File: config.mk
export PLATFORM = sky130hd
export DESIGN_NAME = volume_aplicador
export DESIGN_NICKNAME = d
export VERILOG_FILES = /design/src/rtl/volume_aplicador_pkg.sv /design/src/rtl/volume_aplicador_rampa_ganho.sv /design/src/rtl/volume_aplicador.sv
export SDC_FILE = /design/constraint.sdc
export NUM_CORES = 1
export LEC_CHECK = 0
export CORE_UTILIZATION = 55
export DETAILED_ROUTE_END_ITERATION = 16
export PLACE_DENSITY_LB_ADDON = 0.12
export SLEW_MARGIN = 20
export SYNTH_ARGS = -nofsm -noshare
export SYNTH_HDL_FRONTEND = slang
export SYNTH_HIERARCHICAL = 1
export SYNTH_SLANG_ARGS = --single-unit
export TNS_END_PERCENT = 100
File: constraint.sdc
create_clock -name clk -period 5.26 [get_ports clk]
set_clock_uncertainty 0.1 [all_clocks]
set_input_delay 1.052 -clock clk [delete_from_list [all_inputs] [get_ports clk]]
set_output_delay 1.052 -clock clk [all_outputs]
set_load 0.02 [all_outputs]
File: src/rtl/volume_aplicador_pkg.sv
// Shared definitions for the volume applicator: gain range, gain type and the Q7 gain table.
package volume_pkg;

  localparam int unsigned VOLUME_MAX = 10;

  typedef logic [3:0] ganho_t;

  // Gain 0..10 in Q7 (128 = unity); out-of-range codes saturate to unity.
  function automatic logic [7:0] ganho_q7(input ganho_t g);
    logic [7:0] q;
    case (g)
      4'd0:    q = 8'd0;
      4'd1:    q = 8'd13;
      4'd2:    q = 8'd26;
      4'd3:    q = 8'd38;
      4'd4:    q = 8'd51;
      4'd5:    q = 8'd64;
      4'd6:    q = 8'd77;
      4'd7:    q = 8'd90;
      4'd8:    q = 8'd102;
      4'd9:    q = 8'd115;
      default: q = 8'd128;
    endcase
    return q;
  endfunction

endpackage

File: src/rtl/volume_aplicador_rampa_ganho.sv
// Target capture/clamp of the BCD volume and gain ramp toward it.
// Ramp enabled by macro VOLUME_RAMPA_EN; otherwise the gain follows the target one edge later.
module rampa_ganho
  import volume_pkg::*;
#(
  parameter int unsigned PASSO_RAMPA = 1024
) (
  input  logic       clk_i,
  input  logic       rst_ni,
  input  logic [3:0] volume1_i,
  input  logic [3:0] volume0_i,
  input  logic       mudou_i,
  output logic [3:0] ganho_o,
  output logic       em_rampa_o
);

  logic [7:0] soma;
  ganho_t     alvo_q, alvo_d;
  ganho_t     ganho_q, ganho_d;

  always_comb begin
    soma   = 8'(volume1_i) * 8'd10 + 8'(volume0_i);
    alvo_d = alvo_q;
    if (mudou_i) begin
      if (volume0_i > 4'd9 || soma > 8'(VOLUME_MAX)) alvo_d = ganho_t'(VOLUME_MAX);
      else                                           alvo_d = soma[3:0];
    end
  end

  always_ff @(posedge clk_i or negedge rst_ni) begin
    if (!rst_ni) alvo_q <= '0;
    else         alvo_q <= alvo_d;
  end

`ifdef VOLUME_RAMPA_EN
  localparam int unsigned      CNT_W      = (PASSO_RAMPA > 1) ? $clog2(PASSO_RAMPA) : 1;
  localparam logic [CNT_W-1:0] CNT_ULTIMO = CNT_W'(PASSO_RAMPA - 1);

  logic [CNT_W-1:0] cnt_q, cnt_d;
  logic             em_rampa_q, em_rampa_d;

  // Counter is deliberately not cleared on retarget; the step direction is re-evaluated at each wrap.
  always_comb begin
    ganho_d    = ganho_q;
    cnt_d      = cnt_q;
    em_rampa_d = (ganho_q != alvo_q);
    if (ganho_q == alvo_q) begin
      cnt_d = '0;
    end else if (cnt_q == CNT_ULTIMO) begin
      cnt_d   = '0;
      ganho_d = (alvo_q > ganho_q) ? ganho_q + 1'b1 : ganho_q - 1'b1;
    end else begin
      cnt_d = cnt_q + 1'b1;
    end
  end

  always_ff @(posedge clk_i or negedge rst_ni) begin
    if (!rst_ni) begin
      ganho_q    <= '0;
      cnt_q      <= '0;
      em_rampa_q <= 1'b0;
    end else begin
      ganho_q    <= ganho_d;
      cnt_q      <= cnt_d;
      em_rampa_q <= em_rampa_d;
    end
  end

  assign em_rampa_o = em_rampa_q;
`else
  logic unused_passo;
  assign unused_passo = (PASSO_RAMPA > 0);

  always_comb ganho_d = alvo_q;

  always_ff @(posedge clk_i or negedge rst_ni) begin
    if (!rst_ni) ganho_q <= '0;
    else         ganho_q <= ganho_d;
  end

  assign em_rampa_o = 1'b0;
`endif

  assign ganho_o = ganho_q;

endmodule

File: src/rtl/volume_aplicador.sv
// Scales the signed sample stream by the active Q7 gain through a one-stage valid/ready register.
// Ramped gain changes when VOLUME_RAMPA_EN is defined; immediate changes otherwise.
module volume_aplicador
  import volume_pkg::*;
#(
  parameter int unsigned LARGURA     = 16,
  parameter int unsigned PASSO_RAMPA = 1024
) (
  input  logic               clk,
  input  logic               reset,
  input  logic [3:0]         volume1,
  input  logic [3:0]         volume0,
  input  logic               mudou_volume,
  input  logic [LARGURA-1:0] amostra_in,
  input  logic               amostra_in_valid,
  output logic               amostra_in_ready,
  output logic [LARGURA-1:0] amostra_out,
  output logic               amostra_out_valid,
  input  logic               amostra_out_ready,
  output logic [3:0]         ganho_atual,
  output logic               em_rampa
);

  rampa_ganho #(
    .PASSO_RAMPA(PASSO_RAMPA)
  ) u_rampa (
    .clk_i     (clk),
    .rst_ni    (reset),
    .volume1_i (volume1),
    .volume0_i (volume0),
    .mudou_i   (mudou_volume),
    .ganho_o   (ganho_atual),
    .em_rampa_o(em_rampa)
  );

  logic [7:0]                q7;
  logic signed [LARGURA+7:0] produto;
  logic [LARGURA-1:0]        escalado;
  logic                      unused_produto;

  // Taking bits [LARGURA+6:7] of the two's-complement product is the floor of >>> 7.
  always_comb begin
    q7       = ganho_q7(ganho_atual);
    produto  = $signed({{8{amostra_in[LARGURA-1]}}, amostra_in}) * $signed({{LARGURA{1'b0}}, q7});
    escalado = produto[LARGURA+6:7];
  end

  assign unused_produto = ^{produto[LARGURA+7], produto[6:0]};

  logic [LARGURA-1:0] saida_q, saida_d;
  logic               valid_q, valid_d;

  assign amostra_in_ready = !valid_q || amostra_out_ready;

  always_comb begin
    saida_d = saida_q;
    valid_d = valid_q;
    if (amostra_in_valid && amostra_in_ready) begin
      saida_d = escalado;
      valid_d = 1'b1;
    end else if (amostra_out_ready) begin
      valid_d = 1'b0;
    end
  end

  always_ff @(posedge clk or negedge reset) begin
    if (!reset) begin
      saida_q <= '0;
      valid_q <= 1'b0;
    end else begin
      saida_q <= saida_d;
      valid_q <= valid_d;
    end
  end

  assign amostra_out       = saida_q;
  assign amostra_out_valid = valid_q;

endmodule
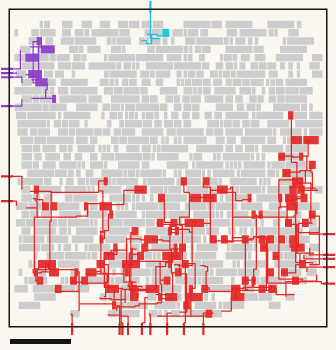
(run_1/port_nets.png)
Scale bar: 20 um.
`amostra_in_ready` -> cyan  # direction output, end cells 1, buffers 1, wire 28.1 um
`amostra_in` -> red  # direction input, end cells 127, buffers 30, wire 1,470 um
`volume0` -> purple  # direction input, end cells 7, buffers 4, wire 79.1 um
Buffers on Ports: 50
# IOs: 52

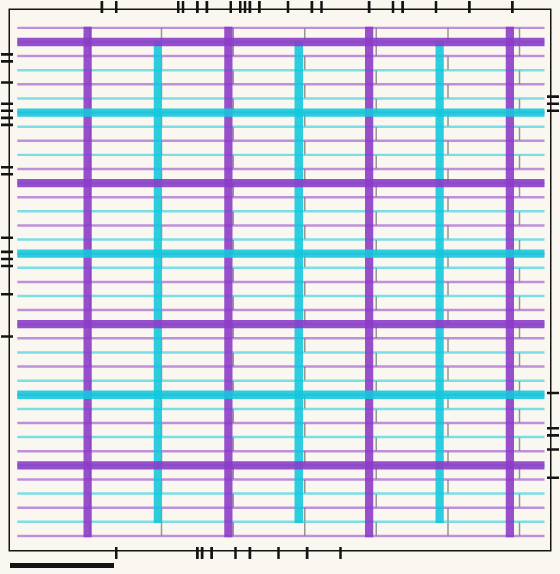
(run_1/pdn.png)
Scale bar: 20 um. Pins as bars on the die edge. Tap cells in grey.
VSS -> purple
VDD -> cyan
tap cells = 133
met5 straps = 7
met4 straps = 7
met1 rails = 37
rows = 36

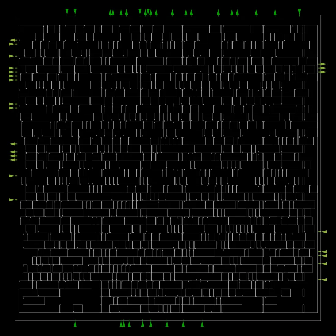
(run_1/final_placement.png)
seq_cells: 25
fin cells: 917
tap cell count: 133
core area: 0.00995 mm2

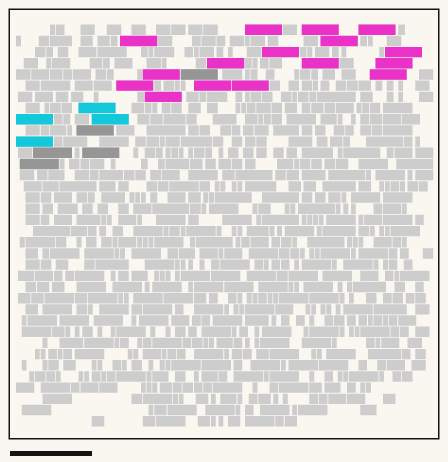
(run_1/registers.png)
Scale bar: 20 um.
`amostra_out` -> magenta  # placed flops 16
`u_rampa/alvo_q` -> cyan  # placed flops 4, where north-west
not coloured = 5

==> impl_metrics.env, run 1 <==
# implementation run metrics
export IMPL_outcome="complete, but fails checks"
export IMPL_violations="negative setup slack"
export IMPL_cpMaxStageDelayCell="fa_1"
export IMPL_place_inst=895
export IMPL_hp_start="u_rampa/alvo_q[1]$_DFFE_PN0P_"
export IMPL_maxCapViolations=0
export IMPL_num_nonclk_inverters=140
export IMPL_vias_per_cell=5.33
export IMPL_final_hold_viol_count=0
export IMPL_clock_buffers=4
export IMPL_antenna_found_initial=0
export IMPL_fin_area_mm2=0.00771
export IMPL_layout_drive_gt1_share_pct=25.4
export IMPL_reg2reg_slack_ns=-0.07
export IMPL_setup_violations=4
export IMPL_p_clk_w=0.000108
export IMPL_placed_cell_area_mm2=0.00710
export IMPL_max_stage_delay_ns=0.57
export IMPL_synth_cell_type_count=55
export IMPL_clock_tree_root_cell="clkbuf_8"
export IMPL_layout_nets=966
export IMPL_power_density_mw_per_mm2=163
export IMPL_chipWidth_um=104
export IMPL_comb_area_mm2=0.00500
export IMPL_comb_power_share_pct=70.7
export IMPL_rr_worst_depth=20
export IMPL_end_kind="flop"
export IMPL_crit_path_start="u_rampa/ganho_o[0]$_DFF_PN0_"
export IMPL_yosysTopAreaCellShare_pct=34.2
export IMPL_total_power_w=0.00126
export IMPL_sw_frac_of_total_pct=43.1
export IMPL_num_vias=4885
export IMPL_logic_gates=467
export IMPL_crit_required_ns=5.36
export IMPL_yosys_stat_seqShare_pct=10.9
export IMPL_sh_seq_area_pct=8.15
export IMPL_hold_path_end="u_rampa/ganho_o[1]$_DFF_PN0_"
export IMPL_routed_wl_mm=14.5
export IMPL_cts_sinks=25
export IMPL_rsz0062_at_grt="true"
export IMPL_ys_cells=647
export IMPL_antenna_cells=0
export IMPL_buf_share_pct=17.3
export IMPL_yosysMostFrequentCell="inv_1"
export IMPL_worst_slack_ns=-0.0750
export IMPL_crit_path_start_kind="flop"
export IMPL_pwr_share_seq_pct=20.7
export IMPL_report_final_slew_viol_count=0
export IMPL_yosys_warnings=6
export IMPL_drtAntennaViolNets=0
export IMPL_syn_mean_instance_area_um2=8.86
## run 1: layer usage
layer  GRT usage [%]  vias up  share of wire, %
li1                -     2278                 -
met1            31.8     2458                37
met2            56.1      117                56
met3            3.82       32               4.2
met4            7.96        0               2.3
met5               0        -                 0
## run 1: timing repair
item,CTS,global route
setup buffers,12,5
cloned,2,0
pin swaps,58,45
gates resized,74,40
endpoints found under the setup margin,13,14
## run 1: placed cells by master (no fill, tap or decap), types with 5 or more instances in the layout
master | netlist | routed
nand2_1 | 85 | 71
clkdlybuf4s50_1 | 0 | 37
nor2_1 | 12 | 10
a21oi_2 | 1 | 7
nand2b_1 | 11 | 9
inv_2 | 0 | 12
nand2_2 | 0 | 10
buf_4 | 1 | 84
dlygate4sd2_1 | 0 | 11
a21oi_1 | 19 | 10
a21o_1 | 5 | 5
xnor2_1 | 11 | 10
inv_1 | 140 | 126
xor2_1 | 9 | 9
and2_1 | 49 | 46
fa_2 | 0 | 6
fa_1 | 98 | 92
o211ai_1 | 6 | 6
buf_12 | 0 | 7
buf_6 | 2 | 7
ha_1 | 54 | 39
ha_4 | 0 | 14
o21ai_1 | 2 | 8
nor2b_1 | 18 | 18
dfrtp_1 | 25 | 23
nand3_1 | 7 | 5
o21ai_0 | 20 | 10
## run 1: sequential cells by signal (all words and copies together), names as in the netlist
| signal | count |
|---|---|
| amostra_out | 16 |
| u_rampa/alvo_q | 4 |
| u_rampa/ganho_o | 4 |
| amostra_out_valid | 1 |
## run 1: kinds of logic after synthesis
| logic type | synth area share, % |
|---|---|
| xor+xnor | 3.06 |
| flops | 10.9 |
| mux | 0.699 |
| buf+inv | 10.6 |
| simple gates | 18.0 |
| fa+ha+maj | 46.0 |
| compound gates | 10.6 |
| other cells | 0.0654 |
==> run_1/density.png <==
Scale bar: 20 um. 10 x 10 tiles, from white (low) to dark blue (high), 0 to 100% covered.
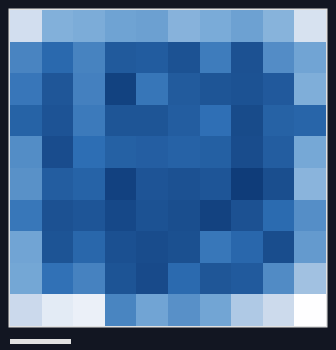

--- run 2 (diff from run 1) ---
--- a/config.mk
+++ b/config.mk
@@ -8,6 +8,7 @@
 export CORE_UTILIZATION = 55
 export DETAILED_ROUTE_END_ITERATION = 16
 export PLACE_DENSITY_LB_ADDON = 0.12
+export RECOVER_POWER = 100
 export SLEW_MARGIN = 20
 export SYNTH_ARGS = -nofsm -noshare
 export SYNTH_HDL_FRONTEND = slang
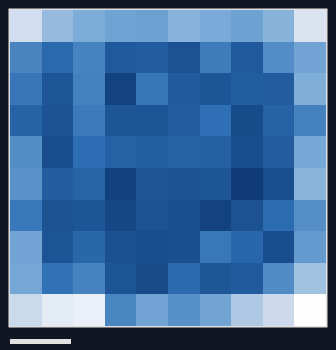
(run_2/density.png)
Scale bar: 20 um. 10 x 10 tiles, from white (low) to dark blue (high), 0 to 100% covered.
fullest tile = 95%
mean over tiles = 69%
densest ninth of the die = centre
nearly empty tiles = 1.0%
tiles over 75% full = 53%
final core utilization: 77.1%
FP Util: 57.6%

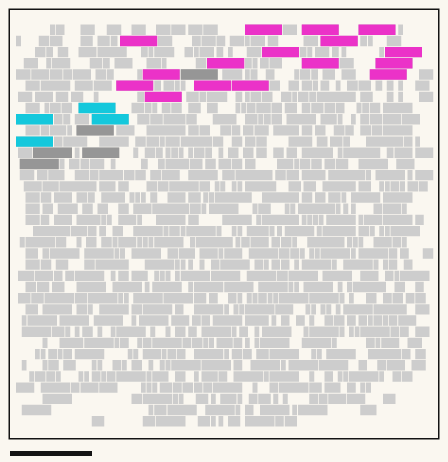
(run_2/registers.png)
Scale bar: 20 um.
`amostra_out` -> magenta  # placed flops 16
`u_rampa/alvo_q` -> cyan  # placed flops 4, where north-west
not coloured = 5
fraction of area in registers: 8.18%
sequential cell power: 0.000258 W

==> run 2 against run 1 <==
  * The flow still finishes with violations (negative setup slack)
  * First-iteration DRC count rose by 4.9%
  * Final cell count unchanged
  * Sequential power barely moved
  * Clock power about the same
  * Fmax about the same
  * Die size stayed put
  * Non-clock buffer count unchanged
  * Register-to-register slack about the same
  * Wire length fell by 0.13%
  * Largest cell class unchanged
==> impl_metrics.env, run 2 <==
# implementation run metrics
export IMPL_outcome="complete, but fails checks"
export IMPL_violations="negative setup slack"
export IMPL_io_pins=52
export IMPL_antenna_cells=0
export IMPL_routed_wl_mm=14.5
export IMPL_power_density_mw_per_mm2=161
export IMPL_gr_max_usage_layer="met2"
export IMPL_vias_per_cell=5.35
export IMPL_core_area_mm2=0.00995
export IMPL_num_vias=4905
export IMPL_mostFrequentLayoutCells="inv_1, fa_1, buf_4"
export IMPL_post_cts_buffers=12
export IMPL_wl_met3_um=689
export IMPL_fin_area_mm2=0.00768
export IMPL_cpMaxStageDelayCell="fa_1"
export IMPL_layout_nets=966
export IMPL_crit_path_start_kind="flop"
export IMPL_grt_use_met3_pct=3.82
export IMPL_yosys_stat_seqShare_pct=10.9
export IMPL_setup_violations=3
export IMPL_clock_tree_root_cell="clkbuf_8"
export IMPL_wl_met2_mm=8.13
export IMPL_sw_frac_of_total_pct=43.6
export IMPL_report_final_slew_viol_count=0
export IMPL_worst_slack_ns=-0.0712
export IMPL_final_hold_viol_count=0
export IMPL_yosysTopAreaCellShare_pct=34.2
export IMPL_pwr_share_seq_pct=20.9
export IMPL_port_buffer_count=50
export IMPL_use_met2_pct=56.1
export IMPL_crit_required_ns=5.36
export IMPL_wl_met1_mm=5.38
export IMPL_place_inst=895
export IMPL_cts_resized=74
export IMPL_layout_drive_gt1_share_pct=24.7
export IMPL_comb_area_mm2=0.00498
export IMPL_end_kind="flop"
## run 2: cell count changes in the layout (fill, tap and decap cells not counted), moves of 2 or more
cell	change
clkdlybuf4s50_1	-24
dlygate4sd3_1	+24
buf_4	-2
clkbuf_1	+2
## run 2: logic make-up (layout without fill, tap and decap cells)
family          Yosys count  after routing  synth area share, %
simple gates            202            202                 18.0
buf+inv                 157            292                 10.6
fa+ha+maj               152            152                 46.0
compound gates           86             88                 10.6
flops                    25             25                 10.9
xor+xnor                 20             20                 3.06
mux                       4              4                0.699
other cells               1              1               0.0654
## run 2: path summary, 6_finish.rpt
path,cells after the start,start,endpoint,slack (ns)
worst min register to register,0,u_rampa/alvo_q[1]$_DFFE_PN0P_,u_rampa/ganho_o[1]$_DFF_PN0_,0.28
max in group asynchronous,1,reset,u_rampa/ganho_o[0]$_DFF_PN0_,3.26
worst min-delay path,0,u_rampa/alvo_q[1]$_DFFE_PN0P_,u_rampa/ganho_o[1]$_DFF_PN0_,0.28
worst max-delay path,20,u_rampa/ganho_o[0]$_DFF_PN0_,amostra_out[11]$_DFFE_PN0P_,-0.07
min in group asynchronous,1,reset,amostra_out[3]$_DFFE_PN0P_,0.95
worst max register to register,20,u_rampa/ganho_o[0]$_DFF_PN0_,amostra_out[11]$_DFFE_PN0P_,-0.07
## run 2: final cells by class
type	count	share of cell area, %
multi-input cells	467	64.9
repair buffers	148	17.3
flip-flops and latches	25	8.18
inverters	140	6.91
well taps	133	2.17
clock buffers	4	0.587
## run 2: worst register-to-register path, delay by kind of cell, from the launching register on
family	cells	cell delay [ns]
adders and majority gates	6	2.61
and+or+nand+nor	4	0.84
buffers and inverters	6	0.75
DFF	1	0.43
AOI/OAI and AO/OA	3	0.39
muxes	1	0.14
==> run_2/port_nets.png <==
Scale bar: 20 um.
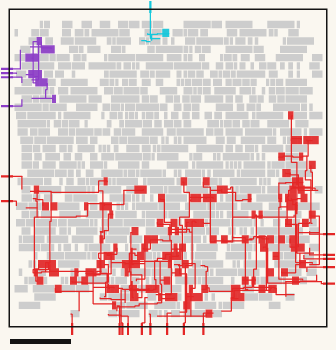

--- run 3 (diff from run 2) ---
--- a/config.mk
+++ b/config.mk
@@ -5,6 +5,7 @@
 export SDC_FILE = /design/constraint.sdc
 export NUM_CORES = 1
 export LEC_CHECK = 0
+export CORE_MARGIN = 4
 export CORE_UTILIZATION = 55
 export DETAILED_ROUTE_END_ITERATION = 16
 export PLACE_DENSITY_LB_ADDON = 0.12
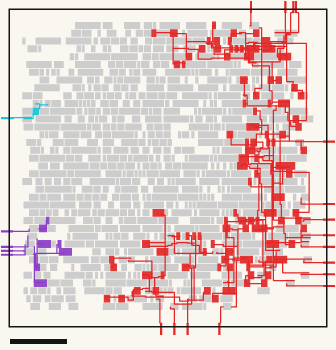
(run_3/port_nets.png)
Scale bar: 20 um.
`volume0` -> purple  # direction input, end cells 7, buffers 4, wire 85.0 um
`amostra_in` -> red  # direction input, end cells 127, buffers 33, wire 1,540 um
`amostra_in_ready` -> cyan  # direction output, end cells 1, buffers 1, wire 20.3 um

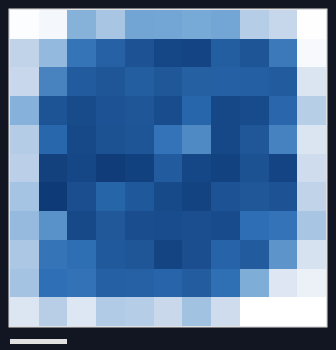
(run_3/density.png)
Scale bar: 20 um. 11 x 11 tiles, from white (low) to dark blue (high), 0 to 100% covered.
densest ninth of the die = centre
emptiest ninth of the die = south-east
tiles over 75% full = 52%
nearly empty tiles = 4.1%
fullest tile = 96%
mean over tiles = 63%

==> run 3 against run 2 <==
  * Sequential cell count stayed put
  * Sequential share of layout area is 0.12 points lower
  * Count of clock-buffer cells in the layout is 1 lower
  * The flow still finishes with violations (negative setup slack)
  * Final area is 1.5% higher
  * Total power is 4.5% higher
  * Worst hold slack better by 0.0080 ns
  * Die size is 12% higher
  * Final cell count is 1.9% higher
==> impl_metrics.env, run 3 <==
# implementation run metrics
export IMPL_mux_share_pct=0.699
export IMPL_core_area_mm2=0.0102
export IMPL_yosysMostFrequentCell="inv_1"
export IMPL_hold_path_class="reg -> reg"
export IMPL_crit_required_ns=5.37
export IMPL_critical_path_peak_fanout=6
export IMPL_die_area_mm2=0.0121
export IMPL_layout_drive_gt1_share_pct=26.4
export IMPL_yosysTopAreaCellShare_pct=34.2
export IMPL_placed_cell_area_mm2=0.00715
export IMPL_yosys_area_share_adder_pct=46.0
export IMPL_antenna_found_initial=0
export IMPL_post_cts_buffers=5
export IMPL_rows=37
export IMPL_final_hold_viol_count=0
export IMPL_cts_resized=36
export IMPL_finalSetupTns_ns=-1.46
export IMPL_cpMaxStageDelayCell="fa_1"
export IMPL_grtUsageMet1_pct=36.2
export IMPL_worst_slack_ns=-0.286
export IMPL_area_growth_pct=36.0
export IMPL_io_pins=52
export IMPL_maxSlewHeadroom_pct=14.3
export IMPL_port_buffer_count=50
export IMPL_fp_utilization_pct=56.0
export IMPL_syn_nets=828
export IMPL_use_met2_pct=42.0
export IMPL_routabilityCongestion=0.885
export IMPL_num_vias=4985
export IMPL_wl_met2_mm=7.53
export IMPL_layout_nets=980
export IMPL_cts_max_path_buffers=2
export IMPL_yosys_stat_seqShare_pct=10.9
export IMPL_path_clk_slew_ns=0.08
export IMPL_finalCritPeriodShare_pct=105
export IMPL_report_final_slew_viol_count=0
export IMPL_routed_wl_mm=15.3
export IMPL_gr_max_usage_layer="met2"
export IMPL_min_period_ns=5.55
export IMPL_violations="negative setup slack"
export IMPL_outcome="complete, but fails checks"
export IMPL_async_flop_share_pct=100
export IMPL_clock_tree_root_cell="clkbuf_8"
export IMPL_end_kind="flop"
export IMPL_vias_per_cell=5.34
export IMPL_wl_met3_um=686
export IMPL_maxCapViolations=0
export IMPL_wl_met1_mm=6.80
export IMPL_post_synth_ao_oa_area_fraction_pct=10.6
export IMPL_yosys_warnings=6
export IMPL_grt_use_met3_pct=2.39
export IMPL_crit_path_start_kind="flop"
export IMPL_place_inst=904
export IMPL_dp_hpwl_mm=11.7
export IMPL_antenna_cells=0
export IMPL_crit_chain="inv_4 -> ha_4 -> nand2b_4 -> o21ai_1 -> nor2_1 -> a21oi_2 -> buf_6 -> clkbuf_16 -> and2_1 -> fa_1 -> fa_1 -> fa_1 -> inv_1 -> fa_1 -> inv_2 -> ha_4 -> and3_4 -> nand3_4 -> o21ai_4 -> a31oi_4 -> or4_4 -> nand3_2"
export IMPL_yosys_area_top_type="fa_1"
export IMPL_topCombFamilyByArea="adder cells"
export IMPL_simple_gate_area_share_pct=18.0
export IMPL_ys_area_mm2=0.00573
export IMPL_clock_latency_ns=0.28
export IMPL_netlist_area_mm2=0.00573
export IMPL_postCtsHoldBufs=0
export IMPL_fin_area_mm2=0.00779
export IMPL_power_density_mw_per_mm2=166
export IMPL_xor_share_pct=3.06
export IMPL_setup_violations=8
export IMPL_mostFrequentLayoutCells="inv_1, buf_4, fa_1"
export IMPL_path_delay_family="adder cells"
export IMPL_detail_route_wl_per_cell_um=16.4
export IMPL_synth_cell_type_count=55
export IMPL_fmax_mhz=180
export IMPL_arrival_ns=5.65
export IMPL_crit_type="reg -> reg"
export IMPL_maxUsedRoutingLayer="met4"
export IMPL_num_fill_cells=692
==> run 3: cell counts after synthesis <==
Identical to the previous run, type by type.
==> run 3: worst paths after layout <==
check,startpoint,end,slack [ns],cells past startpoint
setup / recovery,u_rampa/ganho_o[0]$_DFF_PN0_,amostra_out[11]$_DFFE_PN0P_,-0.29,22
hold reg to reg,u_rampa/alvo_q[2]$_DFFE_PN0P_,u_rampa/ganho_o[2]$_DFF_PN0_,0.29,0
max in group asynchronous,reset,u_rampa/ganho_o[0]$_DFF_PN0_,2.74,2
setup reg to reg,u_rampa/ganho_o[0]$_DFF_PN0_,amostra_out[11]$_DFFE_PN0P_,-0.29,22
hold / removal,u_rampa/alvo_q[2]$_DFFE_PN0P_,u_rampa/ganho_o[2]$_DFF_PN0_,0.29,0
min in group asynchronous,reset,amostra_out[6]$_DFFE_PN0P_,1.46,2
==> run 3: through the flow <==
step                      worst slack (ns)  hold slack, ns  utilization, %
final                               -0.286           0.287            76.2
after global routing                -0.423           0.297            76.2
after global placement              -0.539           0.265            69.9
after detailed placement            -0.634           0.266            69.9
after CTS                          -0.0728           0.289            71.4
after floorplan                   0.000875           0.246               -
==> run 3: cell type report <==
type | instances | area (um2) | share of cell area, %
clock buffers | 3 | 41.3 | 0.530
inverters | 140 | 531 | 6.81
well taps | 136 | 170 | 2.18
clock inverters | 1 | 5.00 | 0.0642
flip-flops and latches | 25 | 628 | 8.06
multi-input cells | 467 | 5000 | 64.2
repair buffers | 162 | 1420 | 18.2
==> run 3: where the power goes <==
part           total, W  switching [W]  internal [W]
combinational  0.000915       0.000493      0.000422
sequential     0.000262      0.0000264      0.000236
clock          0.000116      0.0000627     0.0000531
total           0.00129       0.000582      0.000711
Power is estimated from default activity; no workload was simulated.
